==> src/rtl/disp_pkg.sv <==
// ============================================================================
// Module      : disp_pkg
// Description : Shared widths, blank code and arbiter state type for the
//               display arbiter.
// Revision    : 1.0 - initial release
// ============================================================================
`default_nettype none

package disp_pkg;

  localparam int DIGIT_W = 5;
  localparam int NDIG    = 4;
  localparam int DISP_W  = DIGIT_W * NDIG;

  localparam logic [DIGIT_W-1:0] DEF_BLANK_CODE = 5'd31;

  typedef enum logic [0:0] {
    IDLE = 1'b0,
    HOLD = 1'b1
  } arb_state_t;

endpackage

`default_nettype wire

==> src/rtl/disp_arbiter_rr_pick.sv <==
// ============================================================================
// Module      : rr_pick
// Description : Combinational round-robin picker: first set request found
//               starting at ptr and wrapping, returned one-hot with valid.
// Revision    : 1.0 - initial release
// ============================================================================
`default_nettype none

module rr_pick #(
  parameter int NREQ  = 3,
  parameter int PTR_W = 2
) (
  input  logic [NREQ-1:0]  req,
  input  logic [PTR_W-1:0] ptr,
  output logic [NREQ-1:0]  grant,
  output logic             valid
);

  always_comb begin
    int w_idx;
    grant = '0;
    valid = 1'b0;
    w_idx = 0;
    for (int off = 0; off < NREQ; off++) begin
      w_idx = int'(ptr) + off;
      if (w_idx >= NREQ) begin
        w_idx = w_idx - NREQ;
      end
      if (!valid && req[w_idx]) begin
        grant[w_idx] = 1'b1;
        valid        = 1'b1;
      end
    end
  end

endmodule

`default_nettype wire

==> src/rtl/disp_arbiter.sv <==
// ============================================================================
// Module      : disp_arbiter
// Description : Round-robin, minimum-hold arbiter sharing the 4-digit display
//               between NREQ requesters. Optional macro ARB_PRIO_EN makes
//               requester 0 urgent (preempts and is never rotated out).
// Revision    : 1.0 - initial release
// ============================================================================
`default_nettype none

module disp_arbiter
  import disp_pkg::*;
#(
  parameter int                 NREQ        = 3,
  parameter int                 HOLD_CYCLES = 50000000,
  parameter logic [DIGIT_W-1:0] BLANK_CODE  = DEF_BLANK_CODE
) (
  input  logic                   clk,
  input  logic                   rst_n,
  input  logic [NREQ-1:0]        req,
  input  logic [DISP_W*NREQ-1:0] disps_in,
  output logic [NREQ-1:0]        grant,
  output logic [DISP_W-1:0]      disps,
  output logic                   busy
);

  localparam int PTR_W = (NREQ > 1) ? $clog2(NREQ) : 1;
  localparam int CNT_W = $clog2(HOLD_CYCLES);

  localparam logic [0:0]       ST_IDLE  = IDLE;
  localparam logic [0:0]       ST_HOLD  = HOLD;
  localparam logic [CNT_W-1:0] c_RELOAD = CNT_W'(HOLD_CYCLES - 1);
  localparam logic [NREQ-1:0]  c_REQ0   = {{(NREQ-1){1'b0}}, 1'b1};

  logic [0:0]        r_state, w_nxt_state;
  logic [CNT_W-1:0]  r_cnt, w_nxt_cnt;
  logic [PTR_W-1:0]  r_ptr, w_nxt_ptr;
  logic [NREQ-1:0]   w_pick_req, w_pick_grant, w_sel_grant, w_nxt_grant;
  logic              w_pick_valid, w_owner_req, w_take, w_urgent, w_keep;
  logic [DISP_W-1:0] w_nxt_disps;

  // The current owner is excluded so a rotation never re-picks it.
  assign w_pick_req  = req & ~grant;
  assign w_owner_req = |(req & grant);

`ifdef ARB_PRIO_EN
  assign w_urgent = req[0] & ~grant[0];
  assign w_keep   = req[0] & grant[0];
`else
  assign w_urgent = 1'b0;
  assign w_keep   = 1'b0;
`endif

  assign w_sel_grant = w_urgent ? c_REQ0 : w_pick_grant;

  rr_pick #(
    .NREQ  (NREQ),
    .PTR_W (PTR_W)
  ) u_rr_pick (
    .req   (w_pick_req),
    .ptr   (r_ptr),
    .grant (w_pick_grant),
    .valid (w_pick_valid)
  );

  always_comb begin
    w_nxt_state = r_state;
    w_nxt_grant = grant;
    w_nxt_cnt   = r_cnt;
    w_nxt_ptr   = r_ptr;
    w_take      = 1'b0;
    case (r_state)
      ST_IDLE: w_take = w_pick_valid;
      ST_HOLD: begin
        if (w_urgent) begin
          w_take = 1'b1;
        end else if (!w_owner_req) begin
          if (w_pick_valid) begin
            w_take = 1'b1;
          end else begin
            w_nxt_state = ST_IDLE;
            w_nxt_grant = '0;
            w_nxt_cnt   = '0;
          end
        end else if (r_cnt == '0) begin
          if (w_pick_valid && !w_keep) begin
            w_take = 1'b1;
          end else begin
            w_nxt_cnt = c_RELOAD;
          end
        end else begin
          w_nxt_cnt = r_cnt - 1'b1;
        end
      end
      default: begin
        w_nxt_state = ST_IDLE;
        w_nxt_grant = '0;
        w_nxt_cnt   = '0;
      end
    endcase

    if (w_take) begin
      w_nxt_state = ST_HOLD;
      w_nxt_grant = w_sel_grant;
      w_nxt_cnt   = c_RELOAD;
      for (int i = 0; i < NREQ; i++) begin
        if (w_sel_grant[i]) begin
          w_nxt_ptr = (i == NREQ - 1) ? '0 : PTR_W'(i + 1);
        end
      end
    end
  end

  // Word follows the next grant so digits and owner change on one edge.
  always_comb begin
    w_nxt_disps = {NDIG{BLANK_CODE}};
    for (int i = 0; i < NREQ; i++) begin
      if (w_nxt_grant[i]) begin
        w_nxt_disps = disps_in[DISP_W*i +: DISP_W];
      end
    end
  end

  always_ff @(posedge clk or negedge rst_n) begin
    if (!rst_n) begin
      r_state <= ST_IDLE;
      r_cnt   <= '0;
      r_ptr   <= '0;
      grant   <= '0;
      busy    <= 1'b0;
      disps   <= {NDIG{BLANK_CODE}};
    end else begin
      r_state <= w_nxt_state;
      r_cnt   <= w_nxt_cnt;
      r_ptr   <= w_nxt_ptr;
      grant   <= w_nxt_grant;
      busy    <= |w_nxt_grant;
      disps   <= w_nxt_disps;
    end
  end

endmodule

`default_nettype wire

==> config.mk <==
export PLATFORM = sky130hd
export DESIGN_NAME = disp_arbiter
export DESIGN_NICKNAME = d
export VERILOG_FILES = /design/src/rtl/disp_pkg.sv /design/src/rtl/disp_arbiter_rr_pick.sv /design/src/rtl/disp_arbiter.sv
export SDC_FILE = /design/constraint.sdc
export NUM_CORES = 1
export LEC_CHECK = 0
export CAP_MARGIN = 20
export CORE_MARGIN = 10
export CORE_UTILIZATION = 45
export DETAILED_ROUTE_END_ITERATION = 10
export PLACE_DENSITY = 0.78
export SLEW_MARGIN = 20
export SYNTH_ARGS = -nofsm -noshare
export SYNTH_HDL_FRONTEND = slang
export SYNTH_HIERARCHICAL = 1
export SYNTH_SLANG_ARGS = --single-unit
==> constraint.sdc <==
create_clock -name clk -period 2.9 [get_ports clk]
set_input_delay 0.58 -clock clk [delete_from_list [all_inputs] [get_ports clk]]
set_output_delay 0.58 -clock clk [all_outputs]
set_load 0.005 [all_outputs]
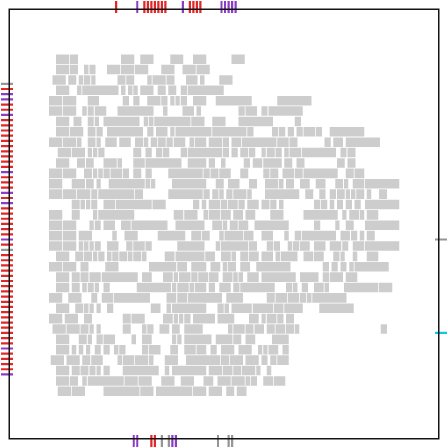
(run_1/pins.png)
Pins as bars across the die edge, other pins in gray.
Purple marks disps, pins 20, direction output, edge 9 left, 7 top, 4 bottom. Cyan marks rst_n, pins 1, direction input, edge right. Red marks disps_in, pins 60, direction input, edge 46 left, 12 top, 2 bottom.
All pins by edge: 57 left, 19 top, 11 bottom, 2 right.
Die H: 112 um
port bufs: 88
Die W: 112 um

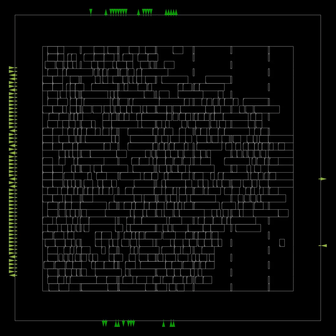
(run_1/final_placement.png)
final core utilization: 0.615
tap cells: 105
Fillers: 713
Seq cells: 53
Core ar.: 0.00826 mm2

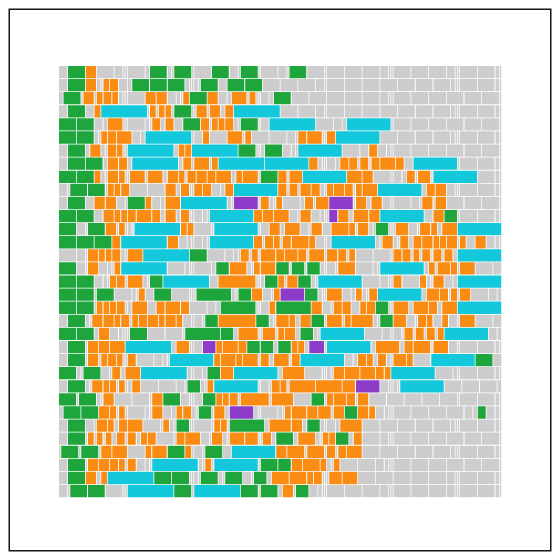
(run_1/cell_classes.png)
Fill, decap, tap and diode cells in gray.
Green marks other buffers and delay cells, cells 126. Purple marks clock drivers and dummy loads, cells 8. Orange marks all other logic, cells 383. Cyan marks flip-flops, cells 53.
site row count: 33
fraction of area in registers: 0.266
post-route cell area: 0.00508 mm2

==> results.toml, run 1 <==
# synthesis and place-and-route metrics
[worst_setup_path]
end_kind = "flip-flop"
r2r_slack_ps = 160
cpPeakStageDelay_ps = 440
critPathMaxFanout = 7
reg2regPathDepth = 10

[clock_tree]
cts_root_buf = "clkbuf_8"
clock.latency.late_pin_ps = 320
post_cts_buffers = 0
htreeDepth = 2
cts_sinks = 53

[synthesis]
synth.net_count = 548
syn_area_mm2 = 0.00382
ys_sh_xor = 0
synth_area_leader_cell = "dfrtp_1"
synth.logic.top_family = "AND-OR/OR-AND gates"
synthDistinctLibCells = 59
yosysWarningCount = 6
synthAoiAreaFrac = 0.300
synth.top_cell.area_share = 0.216

[die]
pin_count = 89
die_area_mm2 = 0.0126

[placement]
place_inst = 667

[sta]
rsz0062_at_grt = "false"
hold_violations = 0

[run_status]
status = "finished clean"

[finish]
layout-drive-gt1-share = 0.153
bufAreaShareNonClock = 0.241
reg.largest.list = "r_cnt (26), disps (20), grant (3)"
comb_area_mm2 = 0.00224

[drt]
postRouteAntennaNets = 0
dr.pass1.iters = 7
wire_per_inst_um = 18.5
routed.top_layer = "met4"
wl_met2_um = 5980

[run]
log.warning_count = 29

[global_routing]
antenna_found_initial = 0
grt_max_degree = 42

[power]
ir_drop_v = 0.000742
power-top-group = "combinational cells"
cellLeakagePower_uw = 0.00196
==> inputs of run 2 (changes only) <==
SLEW_MARGIN = unset   (was 20)
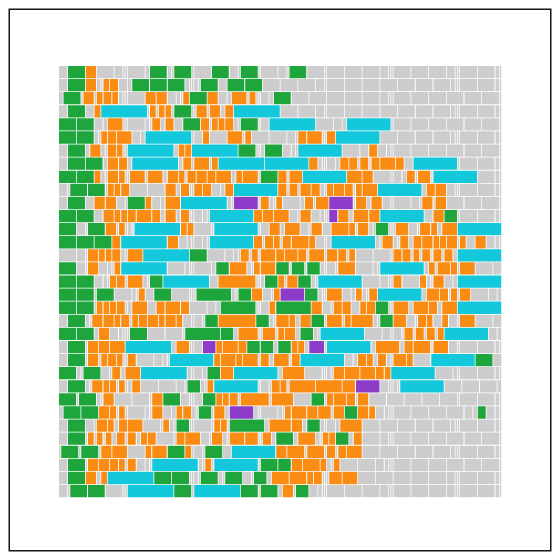
(run_2/cell_classes.png)
Fill, decap, tap and diode cells in gray.
Cyan marks flip-flops, cells 53. Green marks other buffers and delay cells, cells 126. Orange marks all other logic, cells 383. Purple marks clock drivers and dummy loads, cells 8.

==> run 2 against run 1 <==
  * Count of clock-buffer cells in the layout did not move
  * Synthesized cell count stayed put
  * Combinational power about the same
  * Maximum frequency unchanged
  * Flip-flop count did not move
  * Setup slack stayed put
  * Sequential share of layout area unchanged
  * Routed wire length unchanged
  * Register-to-register slack about the same
  * Cell area unchanged
  * Hold slack did not move
  * Die area unchanged
  * Critical endpoint unchanged
  * Largest cell class unchanged
  * Largest power group unchanged
  * Highest routed layer unchanged
==> results.toml, run 2 <==
# synthesis and place-and-route metrics
[finish]
comb_area_mm2 = 0.00224
nNetsFinal = 639
bufAreaShareNonClock = 0.241
reg.largest.list = "r_cnt (26), disps (20), grant (3)"
fin_util = 0.615
stdcell_area_mm2 = 0.00508
seq_share = 0.266
filler_cell_count = 713
layout-drive-gt1-share = 0.153

[synthesis]
synthDistinctLibCells = 59
syn_area_mm2 = 0.00382
yosysWarningCount = 6
synth.net_count = 548
ys_sh_xor = 0
synthAoiAreaFrac = 0.300
synth.logic.top_family = "AND-OR/OR-AND gates"
syn_area_per_cell_um2 = 8.00

[power]
p_total_uw = 6100
power-top-group = "combinational cells"

[sta]
rsz0062_at_grt = "false"
worstMarginPinSlew_ps = 925
hold_violations = 0

[clock_tree]
post_cts_buffers = 0
htreeDepth = 2
cts_sinks = 53
cts_root_buf = "clkbuf_8"
clock.latency.late_pin_ps = 320
clockBufferDepth = 2

[run_status]
status = "finished clean"

[global_routing]
grt_max_degree = 42
antenna_found_initial = 0

[worst_setup_path]
worstSetupStartpointType = "flip-flop"
cpPeakStageDelay_ps = 440
critPathMaxFanout = 7
reg2regPathDepth = 10
r2r_slack_ps = 160
end_kind = "flip-flop"

[drt]
m1WireLength_um = 5150
postRouteAntennaNets = 0
wl_met2_um = 5980
dr.pass1.iters = 7
routed.top_layer = "met4"

[die]
die_area_mm2 = 0.0126
well_tap_count = 105
die_y_um = 112
pin_count = 89
die_width_um = 112

[placement]
port_buffers = 88
place_inst = 667

[run]
log.warning_count = 29
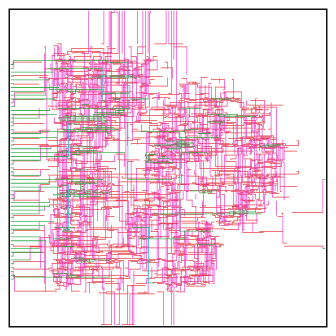
(run_2/metal_stack.png)
Green marks met3, wire length 1,240 um. Cyan marks met4, wire length 138 um. Red marks met1, wire length 5,150 um. Magenta marks met2, wire length 5,980 um.
wire per inst: 18.5 um
routed via count: 4,278
final WL: 12,500 um

Power is estimated from default activity; no workload was simulated.
